run_1/util_map.png
(4 px per um) 9 x 9 tiles, from black (low) to pale yellow (high), 0 to 100% covered.
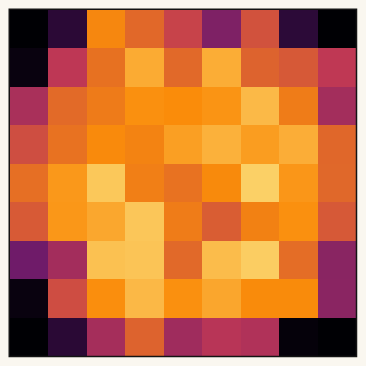
run_1/pinout.png
(4 px per um) Pins as bars across the die edge, other pins in gray.
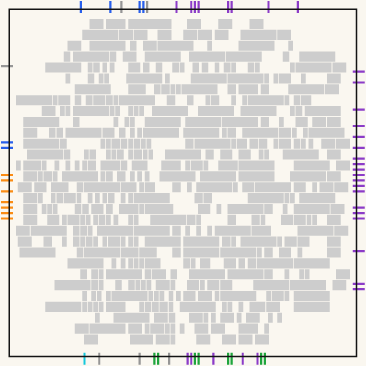
run_1/clock_nets.png
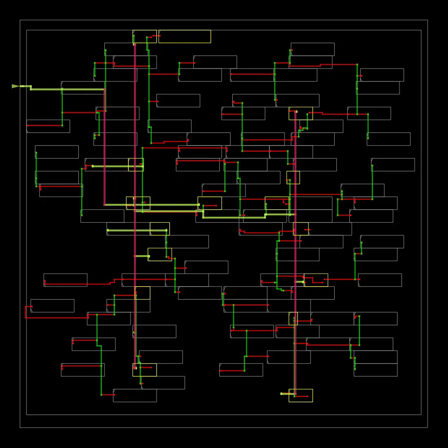
run_1/class_map.png
(3 px per um)
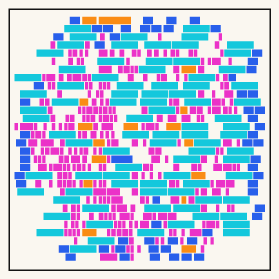
===== src/rtl/instr_stream_loader.sv =====
`default_nettype none
// ============================================================================
// Module      : instr_stream_loader
// Description : Receive-side boot loader. Frames the byte-per-cycle
//               instruction stream (start / end / escape bytes), packs four
//               payload bytes per 32-bit word (first byte in [31:24]) and
//               writes the words to consecutive instruction-memory addresses.
//               Signals the core to run once the image is complete.
//               Optional macro LOADER_CHECKSUM_EN adds a trailing XOR
//               checksum byte after the end byte.
// Revision    : 1.0 - initial release
// ============================================================================
module instr_stream_loader #(
  parameter int         ADDR_W     = 6,
  parameter logic [7:0] START_BYTE = 8'hFE,
  parameter logic [7:0] END_BYTE   = 8'hFF,
  parameter logic [7:0] ESC_BYTE   = 8'hFD
) (
  input  logic              clk_i,
  input  logic              reset,
  input  logic [7:0]        instr_i,
  output logic              imem_we_o,
  output logic [ADDR_W-1:0] imem_addr_o,
  output logic [31:0]       imem_wdata_o,
  output logic              busy_o,
  output logic              done_o,
  output logic              run_o,
  output logic [ADDR_W:0]   word_cnt_o,
  output logic              err_o
);

  // Word count at which the memory is full; further words are dropped.
  localparam logic [ADDR_W:0] C_WORD_CAP = {1'b1, {ADDR_W{1'b0}}};

  typedef enum logic [2:0] {
    ST_IDLE  = 3'd0,
    ST_LOAD  = 3'd1,
    ST_ESC   = 3'd2,
`ifdef LOADER_CHECKSUM_EN
    ST_CKSUM = 3'd3,
`endif
    ST_DONE  = 3'd4
  } state_t;

  state_t              state_q, state_d;
  logic [1:0]          idx_q, idx_d;
  logic [23:0]         buf_q, buf_d;
  logic [ADDR_W-1:0]   addr_q, addr_d;
  logic [ADDR_W:0]     cnt_q, cnt_d;
  logic                we_q, we_d;
  logic [ADDR_W-1:0]   waddr_q, waddr_d;
  logic [31:0]         wdata_q, wdata_d;
  logic                busy_q, busy_d;
  logic                done_q, done_d;
  logic                run_q, run_d;
  logic                err_q, err_d;
`ifdef LOADER_CHECKSUM_EN
  logic [7:0]          xor_q, xor_d;
`endif

  logic                w_take;   // sampled byte is payload
  logic                w_start;  // sampled byte (re)starts an image

  // Next-state and datapath: framing decode, word packing, overflow and error tracking.
  always_comb begin
    state_d = state_q;
    idx_d   = idx_q;
    buf_d   = buf_q;
    addr_d  = addr_q;
    cnt_d   = cnt_q;
    we_d    = 1'b0;
    waddr_d = waddr_q;
    wdata_d = wdata_q;
    done_d  = done_q;
    run_d   = 1'b0;
    err_d   = err_q;
`ifdef LOADER_CHECKSUM_EN
    xor_d   = xor_q;
`endif
    w_take  = 1'b0;
    w_start = 1'b0;

    case (state_q)
      ST_IDLE: begin
        if (instr_i == START_BYTE) w_start = 1'b1;
      end
      ST_LOAD: begin
        if (instr_i == ESC_BYTE) begin
          state_d = ST_ESC;
        end else if (instr_i == END_BYTE) begin
          // A partial trailing word is dropped and flagged.
          if (idx_q != 2'd0) err_d = 1'b1;
          idx_d = 2'd0;
`ifdef LOADER_CHECKSUM_EN
          state_d = ST_CKSUM;
`else
          state_d = ST_DONE;
          done_d  = 1'b1;
          run_d   = ~(err_q | (idx_q != 2'd0));
`endif
        end else begin
          w_take = 1'b1;
        end
      end
      ST_ESC: begin
        w_take  = 1'b1;
        state_d = ST_LOAD;
      end
`ifdef LOADER_CHECKSUM_EN
      ST_CKSUM: begin
        // Checksum byte is taken raw, never unescaped.
        if (instr_i != xor_q) err_d = 1'b1;
        state_d = ST_DONE;
        done_d  = 1'b1;
        run_d   = ~(err_q | (instr_i != xor_q));
      end
`endif
      ST_DONE: begin
        if (instr_i == START_BYTE) w_start = 1'b1;
      end
      default: begin
        state_d = ST_IDLE;
      end
    endcase

    if (w_start) begin
      state_d = ST_LOAD;
      idx_d   = 2'd0;
      buf_d   = 24'd0;
      addr_d  = '0;
      cnt_d   = '0;
      waddr_d = '0;
      err_d   = 1'b0;
      done_d  = 1'b0;
`ifdef LOADER_CHECKSUM_EN
      xor_d   = 8'd0;
`endif
    end

    if (w_take) begin
      buf_d = {buf_q[15:0], instr_i};
      idx_d = idx_q + 2'd1;
`ifdef LOADER_CHECKSUM_EN
      xor_d = xor_q ^ instr_i;
`endif
      if (idx_q == 2'd3) begin
        if (cnt_q == C_WORD_CAP) begin
          // Memory full: drop the word, count saturates.
          err_d = 1'b1;
        end else begin
          we_d    = 1'b1;
          waddr_d = addr_q;
          wdata_d = {buf_q, instr_i};
          addr_d  = addr_q + ADDR_W'(1);
          cnt_d   = cnt_q + (ADDR_W+1)'(1);
        end
      end
    end

`ifdef LOADER_CHECKSUM_EN
    busy_d = (state_d == ST_LOAD) || (state_d == ST_ESC) || (state_d == ST_CKSUM);
`else
    busy_d = (state_d == ST_LOAD) || (state_d == ST_ESC);
`endif
  end

  // State and registered outputs; asynchronous reset returns everything to zero / IDLE.
  always_ff @(posedge clk_i or posedge reset) begin
    if (reset) begin
      state_q <= ST_IDLE;
      idx_q   <= 2'd0;
      buf_q   <= 24'd0;
      addr_q  <= '0;
      cnt_q   <= '0;
      we_q    <= 1'b0;
      waddr_q <= '0;
      wdata_q <= 32'd0;
      busy_q  <= 1'b0;
      done_q  <= 1'b0;
      run_q   <= 1'b0;
      err_q   <= 1'b0;
`ifdef LOADER_CHECKSUM_EN
      xor_q   <= 8'd0;
`endif
    end else begin
      state_q <= state_d;
      idx_q   <= idx_d;
      buf_q   <= buf_d;
      addr_q  <= addr_d;
      cnt_q   <= cnt_d;
      we_q    <= we_d;
      waddr_q <= waddr_d;
      wdata_q <= wdata_d;
      busy_q  <= busy_d;
      done_q  <= done_d;
      run_q   <= run_d;
      err_q   <= err_d;
`ifdef LOADER_CHECKSUM_EN
      xor_q   <= xor_d;
`endif
    end
  end

  assign imem_we_o    = we_q;
  assign imem_addr_o  = waddr_q;
  assign imem_wdata_o = wdata_q;
  assign busy_o       = busy_q;
  assign done_o       = done_q;
  assign run_o        = run_q;
  assign word_cnt_o   = cnt_q;
  assign err_o        = err_q;

endmodule
`default_nettype wire


===== config.mk =====
export PLATFORM = sky130hd
export DESIGN_NAME = instr_stream_loader
export DESIGN_NICKNAME = d
export VERILOG_FILES = /design/src/rtl/instr_stream_loader.sv
export SDC_FILE = /design/constraint.sdc
export NUM_CORES = 1
export LEC_CHECK = 0
export ABC_AREA = 1
export CAP_MARGIN = 20
export CORE_MARGIN = 1
export CORE_UTILIZATION = 53
export DETAILED_ROUTE_END_ITERATION = 12
export HOLD_SLACK_MARGIN = 0.02
export PLACE_DENSITY = 0.81
export SLEW_MARGIN = 15
export SYNTH_ARGS = -nofsm -noshare
export SYNTH_HDL_FRONTEND = slang
export SYNTH_SLANG_ARGS = --single-unit

===== constraint.sdc =====
create_clock -name clk_i -period 3.5 [get_ports clk_i]
set_input_delay 0.525 -clock clk_i [delete_from_list [all_inputs] [get_ports clk_i]]
set_output_delay 0.525 -clock clk_i [all_outputs]
set_load 0.02 [all_outputs]

==> flow_results.xml, run 1 <==
<?xml version="1.0" encoding="UTF-8"?>
<metrics>
  <group name="synthesis">
    <metric name="ys_warn_count" unit="">0</metric>
    <metric name="synth_async_sr_flop_share" unit="%">100</metric>
    <metric name="synth_dominant_cell_count" unit="">nand2_1</metric>
  </group>
  <group name="detailed_routing">
    <metric name="dr.pass1.iters" unit="">4</metric>
    <metric name="via_count" unit="">2870</metric>
    <metric name="detailedRoute.firstIterationViolations" unit="">273</metric>
  </group>
  <group name="setup_path">
    <metric name="critical_path.startpoint_type" unit="">input port</metric>
    <metric name="critPathMaxFanout" unit="">60</metric>
    <metric name="worst-r2r-setup-slack" unit="ns">1.30</metric>
    <metric name="critical_path.slowest_cell" unit="">nand2_4</metric>
    <metric name="critical_path.endpoint_type" unit="">flip-flop</metric>
  </group>
  <group name="floorplan">
    <metric name="placement_rows" unit="">30</metric>
  </group>
  <group name="layout">
    <metric name="antenna_cells_inserted" unit="">0</metric>
    <metric name="layout.cells.largest_class" unit="">sequential cells</metric>
    <metric name="combAreaFraction" unit="%">27.5</metric>
    <metric name="number_of_nets_in_the_layout" unit="">469</metric>
    <metric name="layout.clock.cell_area_share" unit="%">4.46</metric>
  </group>
  <group name="power_and_ir_drop">
    <metric name="power_switching_share" unit="%">41.6</metric>
  </group>
  <group name="sta">
    <metric name="layout_min_cycle_time" unit="ns">2.29</metric>
  </group>
  <group name="run_status">
    <metric name="outcome" unit="">completed</metric>
  </group>
  <group name="place">
    <metric name="placed_cells_incl_taps" unit="">539</metric>
  </group>
</metrics>
Back to the opening pictures, util_map.png:
31% of the tiles are over 75% full. The mean over all tiles is 60%. The fullest tile reaches 90%. 6.2% of the tiles are nearly empty.
floorplan core area: 6830 um2
initial standard-cell utilization of the core: 55.3%
Core Util, Final: 66.9%

Back to the opening pictures, pinout.png:
Key: orange = word_cnt_o [pins 7, direction output, edge left]; green = instr_i [pins 8, direction input, edge bottom]; blue = imem_addr_o [pins 6, direction output, edge 4 top, 2 left]; cyan = err_o [pins 1, direction output, edge bottom]; purple = imem_wdata_o [pins 32, direction output, edge 19 right, 8 top, 5 bottom]
All pins by edge: 19 right, 17 bottom, 14 top, 10 left.

Back to the opening pictures, clock_nets.png:
Skew-Pair Late Insertion Delay: 0.37 ns
final-layout clock buffer total: 9

Back to the opening pictures, class_map.png:
Key: magenta = remaining logic cells [cells 296, share of their area 34%]; orange = clock drivers and dummy loads [cells 16, share of their area 4.6%]; blue = remaining buffers and delay cells [cells 62, share of their area 14%]; cyan = registers [cells 85, share of their area 48%]
post-route cell area: 4570 um2
sequential portion of the cell area: 46.5%

==> run 1: power groups by stage <==
| stage | clock, uW | sequential, uW | combinational, uW |
|---|---|---|---|
| 2_1_floorplan | 0 | 1940 | 1100 |
| 3_3_place_gp | 0 | 1680 | 1960 |
| 3_5_place_dp | 0 | 1700 | 2030 |
| 4_1_cts | 735 | 1680 | 2040 |
| 5_1_grt | 778 | 1730 | 2240 |
| 6_report | 725 | 1680 | 2020 |
==> run 1: flip-flops by register name (all words and copies together) (netlist names) <==
name / count
imem_addr_o: 6
idx_q: 2
state_q: 3
word_cnt_o: 7
run_o: 1
buf_q: 24
done_o: 1
addr_q: 6
err_o: 1
imem_we_o: 1
imem_wdata_o: 32
busy_o: 1
==> run 1: kinds of logic after synthesis <==
kind of cell               after synthesis  synth area share [%]
buffers and inverters                   81                  10.6
DFF                                     85                  56.3
adders and majority gates                5                  1.65
and+or+nand+nor                        154                  18.1
AOI/OAI and AO/OA                       69                  12.3
xor gates and xnor gates                 5                  1.16
==> run 1: layout by cell type (no fill, tap or decap), types with 2 or more instances in the layout <==
cell              n
a21oi_1           2
buf_4             2
clkbuf_8          9
clkdlybuf4s50_1  59
clkinv_2          3
dfrtp_1          85
ha_1              5
inv_1            57
inv_2             4
inv_6             3
nand2_1          93
nand2_2           2
nand2_4           2
nand3_1          31
nand3_2           2
nand4_1           4
nor2_1           15
nor3_1            2
o21ai_0          14
o21ai_1           5
o21ai_2          23
o22ai_1          24
xor2_1            5
==> run 1: layer usage <==
metal  GRT usage (%)  wire length, um  up-vias
li1                -                -     1386
met4            11.8              153        0
met2            36.9             3930       72
met3            3.05              246       11
met1            30.6             3370     1401
met5               0                0        -
## Run 2: what changed since run 1
--- a/config.mk
+++ b/config.mk
@@ -8,10 +8,10 @@
 export ABC_AREA = 1
 export CAP_MARGIN = 20
 export CORE_MARGIN = 1
-export CORE_UTILIZATION = 53
+export CORE_UTILIZATION = 48
 export DETAILED_ROUTE_END_ITERATION = 12
 export HOLD_SLACK_MARGIN = 0.02
-export PLACE_DENSITY = 0.81
+export PLACE_DENSITY = 0.77
 export SLEW_MARGIN = 15
 export SYNTH_ARGS = -nofsm -noshare
 export SYNTH_HDL_FRONTEND = slang
==> constraint.sdc (replaced) <==
create_clock -name clk_i -period 1.9 [get_ports clk_i]
set_input_delay 0.285 -clock clk_i [delete_from_list [all_inputs] [get_ports clk_i]]
set_output_delay 0.285 -clock clk_i [all_outputs]
set_load 0.02 [all_outputs]
==> run 2 against run 1 <==
Register-to-register slack worse by 1.1 ns; clock power is 71% higher; wire length is 2.9% higher; combinational power is 110% higher; area after synthesis stayed put; worst hold slack worse by 0.24 ns; synthesized cell count stayed put; largest cell class unchanged; highest routed layer unchanged.
==> flow_results.xml, run 2 <==
<?xml version="1.0" encoding="UTF-8"?>
<metrics>
  <group name="layout">
    <metric name="largest_register_ffs" unit="">32</metric>
    <metric name="antenna_cells_inserted" unit="">0</metric>
    <metric name="number_of_nets_in_the_layout" unit="">492</metric>
    <metric name="final_util" unit="%">65.1</metric>
    <metric name="fin_cells" unit="">581</metric>
    <metric name="layout_top_cell" unit="">nand2_1</metric>
    <metric name="stdcell_area" unit="um2">4850</metric>
    <metric name="lay_top_cells" unit="">nand2_1, dfrtp_1, clkdlybuf4s50_1</metric>
  </group>
  <group name="synthesis">
    <metric name="synth-main-ff-cell" unit="">dfrtp_1</metric>
    <metric name="synth_async_sr_flop_share" unit="%">100</metric>
    <metric name="synth_top_cell_by_area" unit="">dfrtp_1</metric>
    <metric name="synth_largest_type_area_fraction" unit="%">56.3</metric>
    <metric name="synth_dominant_cell_count" unit="">nand2_1</metric>
    <metric name="ys_warn_count" unit="">0</metric>
  </group>
  <group name="sta">
    <metric name="layout_min_cycle_time" unit="ns">1.82</metric>
    <metric name="worst_setup_slack_after_layout" unit="ns">0.0816</metric>
  </group>
  <group name="cts">
    <metric name="numCtsBuffers" unit="">9</metric>
    <metric name="clk_pin_slew" unit="ns">0.09</metric>
    <metric name="clk_latency" unit="ns">0.38</metric>
    <metric name="post_cts_resize_count" unit="">0</metric>
  </group>
  <group name="floorplan">
    <metric name="floorplanUtilization" unit="%">50.8</metric>
    <metric name="floorplan.core_area" unit="um2">7450</metric>
    <metric name="placement_rows" unit="">31</metric>
  </group>
  <group name="power_and_ir_drop">
    <metric name="p_leak" unit="uW">0.00240</metric>
    <metric name="power_switching_share" unit="%">41.5</metric>
    <metric name="power.largest_group" unit="">combinational logic</metric>
    <metric name="sequential_power" unit="uW">3050</metric>
    <metric name="combinationalPower" unit="uW">4180</metric>
    <metric name="powerClk" unit="uW">1240</metric>
  </group>
  <group name="global_routing">
    <metric name="busiest_layer" unit="">met2</metric>
    <metric name="grtUsageMet1" unit="%">27.2</metric>
    <metric name="gr-usage-met2" unit="%">32.3</metric>
    <metric name="met3_usage" unit="%">3.37</metric>
    <metric name="antenna_found_initial" unit="">0</metric>
  </group>
  <group name="detailed_routing">
    <metric name="detailedRoute.firstIterationViolations" unit="">141</metric>
    <metric name="dr.pass1.iters" unit="">4</metric>
  </group>
  <group name="setup_path">
    <metric name="critical_path.startpoint_type" unit="">flip-flop</metric>
    <metric name="critical_path.reg2reg.startpoint" unit="">word_cnt_o[1]$_DFF_PP0_</metric>
    <metric name="critical_path.slowest_cell" unit="">clkdlybuf4s50_1</metric>
    <metric name="critPathMaxFanout" unit="">6</metric>
    <metric name="critical_path.endpoint_type" unit="">output pin</metric>
    <metric name="worstPathCellList" unit="">buf_4 -&gt; clkdlybuf4s50_1</metric>
  </group>
  <group name="place">
    <metric name="placed_cells_incl_taps" unit="">564</metric>
    <metric name="placed_area" unit="um2">4640</metric>
    <metric name="placement.setup.worst_slack" unit="ns">-0.0334</metric>
  </group>
  <group name="run_status">
    <metric name="outcome" unit="">completed</metric>
  </group>
</metrics>
-- run 2: cell types whose count changed in the layout (fill, tap and decap cells not counted), sizes merged --
cell	delta
clkinvlp	+2
inv	+1
nand2	+1
clkinv	-2
bufinv	-1
buf	+22
-- run 2: how the worst max path moves through the flow --
stage / end / slack (ns) / cells after the start
floorplan: word_cnt_o[0]$_DFF_PP0_ / 0.25 / 12
global placement: busy_o$_DFF_PP0_ / 0.03 / 10
detailed placement: imem_wdata_o[29]$_DFFE_PP0P_ / -0.03 / 10
CTS: word_cnt_o[2] / 0.08 / 2
global route: word_cnt_o[2] / 0.05 / 2
finish: word_cnt_o[2] / 0.08 / 2
-- run 2: per-layer routing --
layer  part of all wire [%]  vias to the layer above
met3                    3.5                       22
met2                     49                       78
met5                      0                        -
met1                     45                     1394
li1                       -                     1432
met4                    3.0                        0
-- run 2: critical path: cells and delay by family (launching register included) --
family / cells / cell delay [ns]
flip-flops: 1 / 0.38
buffers and inverters: 2 / 0.78
-- run 2: layout make-up --
| cell class | instances | area share (%) |
|---|---|---|
| Clock buffer | 9 | 2.56 |
| Clock inverter | 7 | 1.32 |
| Inverter | 63 | 5.01 |
| Multi-Input combinational cell | 234 | 26.3 |
| Sequential cell | 85 | 43.9 |
| Tap cell | 99 | 2.56 |
| Timing Repair Buffer | 84 | 18.4 |
-- run 2: per-stage QoR --
stage	hold WS, ns	power, uW
final	0.251	8470
after CTS	0.261	8460
after global routing	0.307	9030
after global placement	0.466	7090
after detailed placement	0.469	7220
after floorplan	0.446	5610
-- run 2: logic make-up after synthesis --
| logic type | synth area share (%) |
|---|---|
| simple gates | 18.1 |
| flops | 56.3 |
| buf+inv | 10.6 |
| compound gates | 12.3 |
| fa+ha+maj | 1.65 |
| xor+xnor | 1.16 |
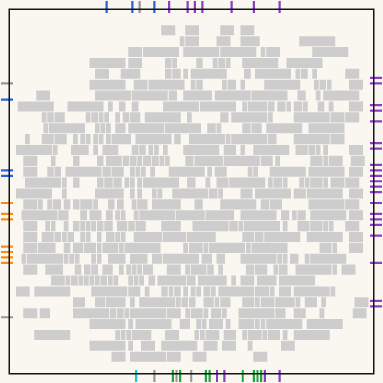
run_2/pinout.png
(4 px per um) Pins as bars across the die edge, other pins in gray.
Key: blue = imem_addr_o [pins 6, direction output, edge 3 left, 3 top]; purple = imem_wdata_o [pins 32, direction output, edge 21 right, 7 top, 4 bottom]; orange = word_cnt_o [pins 7, direction output, edge left]; cyan = err_o [pins 1, direction output, edge bottom]; green = instr_i [pins 8, direction input, edge bottom]
All pins by edge: 21 right, 16 bottom, 12 left, 11 top.

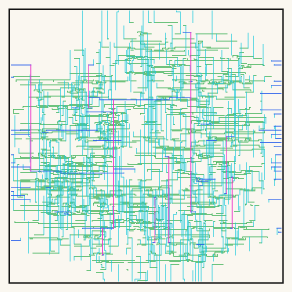
run_2/layers.png
(3 px per um)
Key: blue = M3 [wire length 282 um]; magenta = M4 [wire length 241 um]; green = M1 [wire length 3550 um]; cyan = M2 [wire length 3850 um]
mean routed wirelength per cell: 13.6 um
via count: 2926

## Run 3: what changed since run 2
--- a/config.mk
+++ b/config.mk
@@ -9,9 +9,10 @@
 export CAP_MARGIN = 20
 export CORE_MARGIN = 1
 export CORE_UTILIZATION = 48
+export CTS_CLUSTER_SIZE = 8
 export DETAILED_ROUTE_END_ITERATION = 12
 export HOLD_SLACK_MARGIN = 0.02
-export PLACE_DENSITY = 0.77
+export PLACE_DENSITY_LB_ADDON = 0.12
 export SLEW_MARGIN = 15
 export SYNTH_ARGS = -nofsm -noshare
 export SYNTH_HDL_FRONTEND = slang
==> run 3 against run 2 <==
Combinational power fell by 4%; design area shrank 1.3%; worst hold slack worse by 0.027 ns; core utilization down 0.86 points; clock-buffer cell count is the same; critical path depth fell by 1; power grew 0.23%; synthesized cell count unchanged; clock skew down 0.010 ns; sequential power about the same; wire length shrank 3.8%; area after synthesis stayed put; critical endpoint unchanged; highest routed layer unchanged.
==> flow_results.xml, run 3 <==
<?xml version="1.0" encoding="UTF-8"?>
<metrics>
  <group name="setup_path">
    <metric name="worst-path-buf-inv" unit="">1</metric>
    <metric name="worstSetupPathDepth" unit="">1</metric>
    <metric name="worstPathCellList" unit="">clkdlybuf4s50_1</metric>
    <metric name="critical_path.endpoint_type" unit="">output pin</metric>
    <metric name="critical_path.slowest_cell" unit="">clkdlybuf4s50_1</metric>
    <metric name="crit_family" unit="">buffers and inverters</metric>
    <metric name="crit_end" unit="">word_cnt_o[2]</metric>
  </group>
  <group name="layout">
    <metric name="number_of_nets_in_the_layout" unit="">484</metric>
    <metric name="layout_top_cell" unit="">nand2_1</metric>
    <metric name="fin_cells" unit="">573</metric>
  </group>
  <group name="synthesis">
    <metric name="synth_largest_type_area_fraction" unit="%">56.3</metric>
    <metric name="ys_warn_count" unit="">0</metric>
    <metric name="synth-main-ff-cell" unit="">dfrtp_1</metric>
    <metric name="synth_dominant_cell_count" unit="">nand2_1</metric>
  </group>
  <group name="detailed_routing">
    <metric name="wire_per_inst" unit="um">13.3</metric>
  </group>
  <group name="floorplan">
    <metric name="placement_rows" unit="">31</metric>
    <metric name="floorplan.core_area" unit="um2">7450</metric>
  </group>
  <group name="sta">
    <metric name="layout_min_cycle_time" unit="ns">1.77</metric>
    <metric name="fin_worst_hold_slack" unit="ns">0.224</metric>
  </group>
  <group name="power_and_ir_drop">
    <metric name="combinationalPower" unit="uW">4000</metric>
    <metric name="total_power" unit="uW">8490</metric>
    <metric name="power_switching_share" unit="%">39.9</metric>
  </group>
  <group name="run_status">
    <metric name="outcome" unit="">completed</metric>
  </group>
  <group name="cts">
    <metric name="post_cts_resize_count" unit="">0</metric>
  </group>
</metrics>
## run 3: how the worst min path moves through the flow
stage               cells past startpoint                     endpoint  slack [ns]                        start
floorplan                               2  imem_wdata_o[2]$_DFFE_PP0P_        0.45                   instr_i[2]
global placement                        2  imem_wdata_o[4]$_DFFE_PP0P_        0.46  imem_wdata_o[4]$_DFFE_PP0P_
detailed placement                      2  imem_wdata_o[5]$_DFFE_PP0P_        0.47  imem_wdata_o[5]$_DFFE_PP0P_
CTS                                     2  imem_wdata_o[5]$_DFFE_PP0P_        0.23                        reset
global route                            2  imem_wdata_o[4]$_DFFE_PP0P_        0.24                        reset
finish                                  2  imem_wdata_o[4]$_DFFE_PP0P_        0.22                        reset
## run 3: cell families (layout without fill, tap and decap cells)
group / Yosys count / after routing / synth area share, %
simple gates: 154 / 154 / 18.1
flops: 85 / 85 / 56.3
buf+inv: 81 / 156 / 10.6
compound gates: 69 / 69 / 12.3
fa+ha+maj: 5 / 5 / 1.65
xor+xnor: 5 / 5 / 1.16
## run 3: metal layers
layer / GRT usage (%) / part of all wire [%]
met1: 26.9 / 47
met5: 0 / 0
met3: 2.86 / 2.5
met4: 8.47 / 1.5
met2: 34.7 / 49
## run 3: cell type report
class	count	area (um2)
tap	99	124
timing repair buffer	77	801
inverter	63	241
fill	646	2660
multi-input combinational	233	1260
clock inverter	7	103
clock buffer	9	124
sequential	85	2130
## run 3: worst register-to-register path, cell delays in order (launching register included)
cell and delay, ns:
dfrtp_1 0.44, inv_1 0.08, ha_1 0.13, nand2_1 0.05
nor2_2 0.11, nand2_2 0.09, nand2_2 0.07, clkinv_2 0.15
nand2_8 0.17, buf_4 0.17, nand2_1 0.07, o21ai_2 0.05
inv_1 0.05
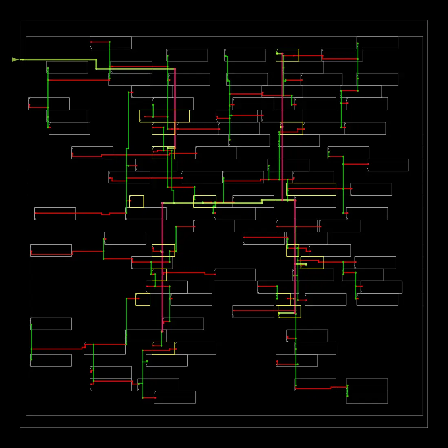
run_3/clock_nets.png
number of clock sinks: 85
Skew-Pair Late Insertion Delay: 0.35 ns
clock buffers created by TritonCTS: 9
FFs & Latches: 85

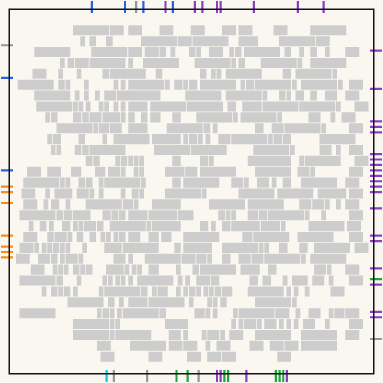
run_3/pinout.png
(4 px per um) Pins as bars across the die edge, other pins in gray.
Key: orange = word_cnt_o [pins 7, direction output, edge left]; cyan = err_o [pins 1, direction output, edge bottom]; blue = imem_addr_o [pins 6, direction output, edge 4 top, 2 left]; purple = imem_wdata_o [pins 32, direction output, edge 20 right, 8 top, 4 bottom]; green = instr_i [pins 8, direction input, edge 7 bottom, 1 right]
All pins by edge: 22 right, 15 bottom, 13 top, 10 left.

Power and IR drop assume default switching activity.
